## src/rtl/pipeline_sink_fifo.sv

```systemverilog
// pipeline_sink_fifo
// Collects words leaving the last stage of the byte pipeline. Each word goes
// into a small circular FIFO, and the FIFO hands it to a consumer with
// first-word fall-through.
// The pipeline cannot stall, so this block never pushes back upstream.
// A word that arrives while the FIFO is full (and nothing pops that cycle) is
// dropped. The loss is recorded in a sticky overflow flag.
// Optional feature, enabled by defining PIPE_SINK_CHECKSUM_EN: a running XOR
// of every accepted word, presented on the checksum port.
//
// Handshake: a word moves to the consumer on a rising edge where
// out_valid && out_ready. out_valid rises when the FIFO is non-empty and does
// not depend on out_ready. While out_valid is high and out_ready is low,
// out_data holds its value. out_ready is ignored while out_valid is low.
module pipeline_sink_fifo #(
   parameter int DATA_W = 8,
   parameter int DEPTH  = 4,
   parameter int AW     = $clog2(DEPTH)
) (
   input  logic              clk,
   input  logic              rst,
   input  logic              in_valid,
   input  logic [DATA_W-1:0] in_data,
   output logic              out_valid,
   input  logic              out_ready,
   output logic [DATA_W-1:0] out_data,
   output logic [AW:0]       count,
   output logic              full,
   output logic              empty,
   output logic              overflow,
   input  logic              ovf_clr
`ifdef PIPE_SINK_CHECKSUM_EN
   ,
   output logic [DATA_W-1:0] checksum
`endif
);

   localparam logic [AW:0] DEPTH_C = (AW+1)'(DEPTH);

   logic [DATA_W-1:0] mem_q [DEPTH];
   logic [AW-1:0]     wr_ptr_q, wr_ptr_d;
   logic [AW-1:0]     rd_ptr_q, rd_ptr_d;
   logic [AW:0]       count_q, count_d;
   logic              overflow_q, overflow_d;
   logic              push, pop, drop;

   // Status is decoded only from the registered count, so it never glitches
   // because of input activity.
   assign full      = (count_q == DEPTH_C);
   assign empty     = (count_q == '0);
   assign out_valid = !empty;
   assign count     = count_q;
   assign overflow  = overflow_q;
   assign out_data  = out_valid ? mem_q[rd_ptr_q] : '0;

   // Handshake decode. When full, a word can still enter if the head leaves
   // in the same cycle.
   assign pop  = out_valid && out_ready;
   assign push = in_valid && (!full || pop);
   assign drop = in_valid && !push;

   // Next-state logic for the pointers, the occupancy count and the sticky
   // overflow flag. A new drop wins over a clear in the same cycle.
   always_comb begin
      wr_ptr_d   = wr_ptr_q;
      rd_ptr_d   = rd_ptr_q;
      count_d    = count_q;
      overflow_d = overflow_q;
      if (push) wr_ptr_d = wr_ptr_q + 1'b1;
      if (pop)  rd_ptr_d = rd_ptr_q + 1'b1;
      case ({push, pop})
         2'b10:   count_d = count_q + 1'b1;
         2'b01:   count_d = count_q - 1'b1;
         default: count_d = count_q;
      endcase
      if (drop)         overflow_d = 1'b1;
      else if (ovf_clr) overflow_d = 1'b0;
   end

   // Control state. A low rst clears it at once, without waiting for a clock edge.
   always_ff @(posedge clk or negedge rst) begin
      if (!rst) begin
         wr_ptr_q   <= '0;
         rd_ptr_q   <= '0;
         count_q    <= '0;
         overflow_q <= 1'b0;
      end else begin
         wr_ptr_q   <= wr_ptr_d;
         rd_ptr_q   <= rd_ptr_d;
         count_q    <= count_d;
         overflow_q <= overflow_d;
      end
   end

   // Storage array. It has no reset: any stale entry is hidden because
   // out_data is forced to zero while the FIFO is empty.
   always_ff @(posedge clk) begin
      if (push) mem_q[wr_ptr_q] <= in_data;
   end

`ifdef PIPE_SINK_CHECKSUM_EN
   logic [DATA_W-1:0] checksum_q, checksum_d;

   assign checksum_d = push ? (checksum_q ^ in_data) : checksum_q;
   assign checksum   = checksum_q;

   // Running XOR of accepted words. Dropped words are excluded, and ovf_clr
   // has no effect here.
   always_ff @(posedge clk or negedge rst) begin
      if (!rst) checksum_q <= '0;
      else      checksum_q <= checksum_d;
   end
`endif

endmodule

```

## config.mk

```make
export PLATFORM = sky130hd
export DESIGN_NAME = pipeline_sink_fifo
export DESIGN_NICKNAME = d
export VERILOG_FILES = /design/src/rtl/pipeline_sink_fifo.sv
export SDC_FILE = /design/constraint.sdc
export NUM_CORES = 1
export LEC_CHECK = 0
export ABC_AREA = 1
export CAP_MARGIN = 20
export CORE_MARGIN = 4
export CORE_UTILIZATION = 50
export DETAILED_ROUTE_END_ITERATION = 16
export PLACE_DENSITY = 0.75
export SLEW_MARGIN = 10
export SYNTH_ARGS = -nofsm -noshare
export SYNTH_HDL_FRONTEND = slang
export SYNTH_SLANG_ARGS = --single-unit
```

## constraint.sdc

```tcl
create_clock -name clk -period 2 [get_ports clk]
set_input_delay 0.2 -clock clk [delete_from_list [all_inputs] [get_ports clk]]
set_output_delay 0.2 -clock clk [all_outputs]
set_load 0.03 [all_outputs]
```

==> changes_impl.md, run 1 <==
### Physical design

- Required arrival time at the worst endpoint: 1.80 ns
- Share of power burned in registers: approximately 34%
- Number of hold-slack violations in the final timing report: 0
- GR Util met1: 18.9%
- Antenna violations before repair: 0
- Clock period minus worst slack: 1.84 ns
- Part of the cycle the worst path needs: 91.8%
- Final hold slack: 0.206 ns
- Distinct cell type count after synthesis: 22
- Die boundary width: 69.4 µm
- Sinks on Clock Net: about 40
- Clock-pin slew of the registers on the worst-case setup and hold paths: 0.08 ns
- Hold-fix buffer count after cts: 0
- TritonCTS clock tree: done
- Deepest level of the CTS H-tree: 2
- Critical path data arrival time: 1.64 ns
- Number of cells on the worst reg-to-reg path: 8
- Type of the setup path with the least slack: reg2out
- Layout cells sized above 1: 14.0%
- Top-area cell type share of the netlist area: 51.0%
- Drt drc: 0
- Synth warnings: 0
- Detail Placement HPWL: about 2.4 mm
- Top logic cells by instance count in the layout: sky130_fd_sc_hd__inv_1 (49), sky130_fd_sc_hd__nand2_1 (45), sky130_fd_sc_hd__edfxtp_1 (32)
- Startpoint of the worst register-to-register path: count[0]
- Via count of the first global-routing pass: approximately 1,200
- Leakage power of the design: around 1.1 nW
- GPL Wtd Cong: 0.766
- First-pass GRT wire length: between 5 and 6 mm
- Result of the run: finished, final reports clean
- Initial DRC count: 49
- Met2 Resource Use GR: roughly 25%
- Std-Cell Rows: 22
- Met3 routing resource usage after global routing: 4.49%
- Die height: 69.4 µm
- Net switching power figure: around 1.5 mW
- Cell type contributing the most total cell area after synthesis: sky130_fd_sc_hd__edfxtp_1
- Final-report setup violation count: 0
[run 1: what timing repair did]
action	in CTS	in global routing
buffers inserted	0	0
gates resized	0	1
setup endpoints to repair	0	1
[run 1: metrics by stage]
step                      instance area [µm²]  cells  total power, mW
after floorplan                          1890    189             2.42
after global placement                   2220    269             2.96
after detailed placement                 2220    269             3.00
after CTS                                2340    277             3.66
after global routing                     2340    277             3.86
final                                    2340    277             3.62
[run 1: worst max-delay path, stage by stage, from the launching register on]
cell and delay (ns):
sky130_fd_sc_hd__dfrtp_1 0.41, sky130_fd_sc_hd__inv_1 0.10, sky130_fd_sc_hd__nor3_1 0.14, sky130_fd_sc_hd__clkdlybuf4s50_1 0.69
[run 1: metal layers]
metal	up-vias	share of wire [%]
met5	-	0
met4	0	0.98
met3	4	3.4
met2	23	51
met1	596	44
li1	662	-
[run 1: cell families (layout without fill, tap and decap cells)]
kind of cell,count (synthesis),in the layout,share of synthesized area (%)
and+or+nand+nor,75,75,17.3
DFF,40,40,61.6
buffers and inverters,55,95,12.8
AOI/OAI and AO/OA,11,11,2.99
adders and majority gates,6,6,4.38
xor gates and xnor gates,2,2,0.930
[run 1: synth_stat cells]
cell and number:
sky130_fd_sc_hd__a21oi_1 8, sky130_fd_sc_hd__buf_4 1, sky130_fd_sc_hd__buf_6 2, sky130_fd_sc_hd__buf_8 1
sky130_fd_sc_hd__dfrtp_1 8, sky130_fd_sc_hd__edfxtp_1 32, sky130_fd_sc_hd__fa_1 1, sky130_fd_sc_hd__ha_1 5
sky130_fd_sc_hd__inv_1 49, sky130_fd_sc_hd__inv_2 1, sky130_fd_sc_hd__inv_6 1, sky130_fd_sc_hd__nand2_1 46
sky130_fd_sc_hd__nand2_2 1, sky130_fd_sc_hd__nand2_4 1, sky130_fd_sc_hd__nand3_1 19, sky130_fd_sc_hd__nand3_2 1
sky130_fd_sc_hd__nand4_1 1, sky130_fd_sc_hd__nor2_1 5, sky130_fd_sc_hd__nor3_1 1, sky130_fd_sc_hd__o21ai_0 2
sky130_fd_sc_hd__o22ai_1 1, sky130_fd_sc_hd__xnor2_1 2
[run 1: power groups by stage]
stage               Clock, mW  Sequential, mW  Combinational (mW)
CTS                     0.672            1.22                1.76
finish                  0.656            1.22                1.74
global route            0.710            1.25                1.91
floorplan                   0            1.26                1.16
detailed placement          0            1.24                1.76
global placement            0            1.23                1.73
[run 1: worst min-delay path by stage]
stage	startpoint	end	slack (ns)	cells after the start
after floorplan	rst	count[0]	-0.1	0
after global placement	count[0]	count[0]	0.50	1
after detailed placement	count[0]	count[0]	0.51	1
after global routing	rst	rd_ptr_q[0]	0.22	1
final	rst	overflow	0.21	1
after CTS	rst	overflow	0.21	1
[run 1: final cells by class]
cell class | count | area (µm²) | area share (%)
multi-input combinational | 94 | 484 | 20.7
clock buffer | 5 | 68.8 | 2.94
inverter | 51 | 196 | 8.40
sequential | 40 | 1160 | 49.7
clock inverter | 3 | 46.3 | 1.98
timing repair buffer | 36 | 320 | 13.7
tap | 48 | 60.1 | 2.57
[run 1: flip-flops by register name, summed over array words and instances (netlist names)]
signal	count
mem_q	32
count	3
overflow	1
wr_ptr_q	2
rd_ptr_q	2
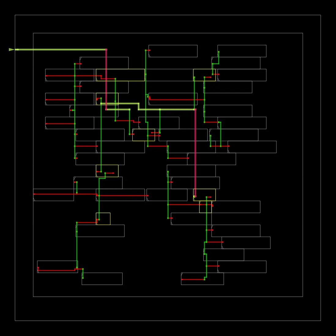
**Above:** run 1 (the clock network).
CTS Buf Count: 5
CLK BUF: 5
total number of sequential cells: 40
later-pin clock latency in the skew report: 0.29 ns

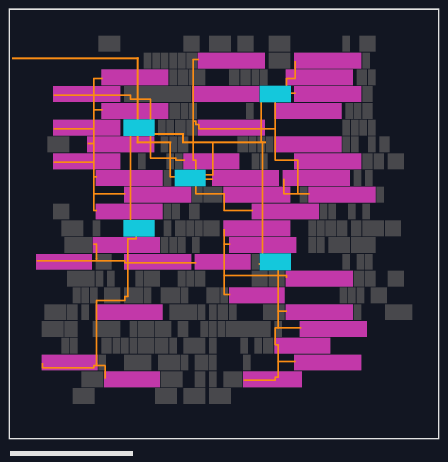
**Above:** run 1 (clock network drawn from the DEF).
The bar under the picture is 20 µm long.
[cyan] cells driving clock nets | count: 5
[orange] clock wires | length: 414 µm
[magenta] flip-flops | count: 40
routed clock nets: 6
maximum clock skew at final layout: 0.00640 ns
P_clk: 656 µW
proportion of power drawn by the clock network: 18.1%

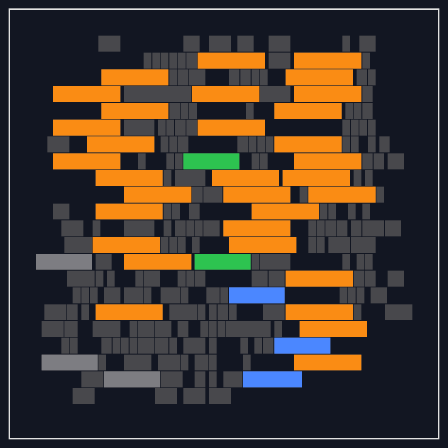
**Above:** run 1 (register map, names as in the netlist).
Other sequential cells in the stronger gray, the rest of the logic in the fainter gray.
| color | netlist name | flops |
|---|---|---|
| orange | `mem_q` | 32 |
| green | `rd_ptr_q` | 2 |
| blue | `count` | 3 |
sequential cell power: 1.22 mW
sequential share of cell area: 49.7%
Core Util, Final: 63.9%
footprint of the flip-flops and latches: 0.00116 mm²

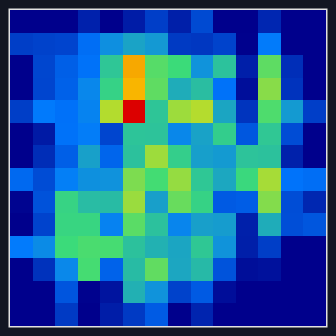
**Above:** run 1 (wiring heat map).
The die is cut into 14 by 14 equal tiles; dark blue is low, red is high, scaled to the fullest tile. Values are wire area over tile area, all layers added.
emptiest ninth of the die: bottom right
fullest tile: 0.44
densest ninth of the die: middle
mean over tiles: 0.11
total vias in the final route: 1,285
wire length after detailed routing: 3.36 mm
per-cell routed wire length: 12.1 µm
aggregate global-route resource usage: 14.9%

--- run 2 (diff from run 1) ---
- HOLD_SLACK_MARGIN: default -> 0.08
==> changes_impl.md, run 2 <==
### Physical design

- Type of the setup path with the least slack: reg2out (unchanged)
- Result of the run: finished, final reports clean (unchanged)
- Dominant register cell in the synthesized netlist: sky130_fd_sc_hd__edfxtp_1 (unchanged)
- Aggregate global-route resource usage: 14.9% (unchanged)
- Clock period minus worst slack: 1.84 ns (unchanged)
- Die boundary width: 69.4 µm (unchanged)
- Number of hold-slack violations in the final timing report: 0 (unchanged)
- First-pass GRT wire length: 5.58 mm (unchanged)
- GPL Wtd Cong: 0.766 (unchanged)
- Part of the cycle the worst path needs: 91.8% (unchanged)
- Via count of the first global-routing pass: 1,217 (unchanged)
- Hold-fix buffer count after cts: 0 (unchanged)
- Startpoint of the worst register-to-register path: count[0] (unchanged)
- Deepest level of the CTS H-tree: 2 (unchanged)
- Number of buffers inserted by post-CTS setup repair: 0 (unchanged)
- Top logic cells by instance count in the layout: sky130_fd_sc_hd__inv_1 (49), sky130_fd_sc_hd__nand2_1 (45), sky130_fd_sc_hd__edfxtp_1 (32) (unchanged)
- Wire length after detailed routing: 3.36 mm (unchanged)
- Async set or reset register ratio after synthesis: 20.0% (unchanged)
- Overall power consumption: 3.62 mW (unchanged)
- Final-report setup violation count: 0 (unchanged)
- Required arrival time at the worst endpoint: 1.80 ns (about the same)
-- run 2: worst max-delay path: stages, from the launching register on --
cell and delay (ns):
sky130_fd_sc_hd__dfrtp_1 0.41, sky130_fd_sc_hd__inv_1 0.10, sky130_fd_sc_hd__nor3_1 0.14, sky130_fd_sc_hd__clkdlybuf4s50_1 0.69
-- run 2: worst min-delay path by stage --
| stage | start | to | slack (ns) | cells past startpoint |
|---|---|---|---|---|
| after floorplan | rst | count[0] | -0.1 | 0 |
| after global placement | count[0] | count[0] | 0.50 | 1 |
| after detailed placement | count[0] | count[0] | 0.51 | 1 |
| after CTS | rst | overflow | 0.21 | 1 |
| after global routing | rst | rd_ptr_q[0] | 0.22 | 1 |
| final | rst | overflow | 0.21 | 1 |
-- run 2: cells by family after synthesis --
logic type,Yosys count,synth area share (%)
simple gates,75,17.3
buf+inv,55,12.8
flops,40,61.6
compound gates,11,2.99
fa+ha+maj,6,4.38
xor+xnor,2,0.930
-- run 2: cell type report --
cell class                      count  area [µm²]  area share, %
Clock buffer                        5        68.8           2.94
Multi-Input combinational cell     94         484           20.7
Timing Repair Buffer               36         320           13.7
Inverter                           51         196           8.40
Sequential cell                    40        1160           49.7
Clock inverter                      3        46.3           1.98
Tap cell                           48        60.1           2.57
-- run 2: per-layer routing --
layer	up-vias	routed length, µm	global-route usage (%)
met4	0	33	3.90
li1	662	-	-
met5	-	0	0
met1	596	1490	18.9
met3	4	115	4.49
met2	23	1720	24.7
-- run 2: report_power, final --
| part | internal (mW) | total (mW) | switching [mW] |
|---|---|---|---|
| Combinational | 0.647 | 1.74 | 1.10 |
| Sequential | 1.10 | 1.22 | 0.122 |
| Clock | 0.376 | 0.656 | 0.280 |
| Total | 2.12 | 3.62 | 1.50 |
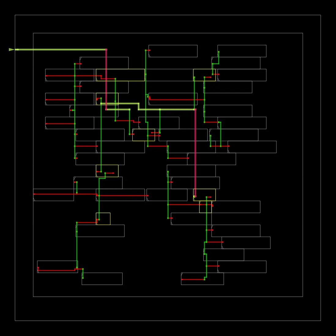
**Above:** run 2 (the clock network).
Sinks on Clock Net: 40

Power is estimated from default activity; no workload was simulated.
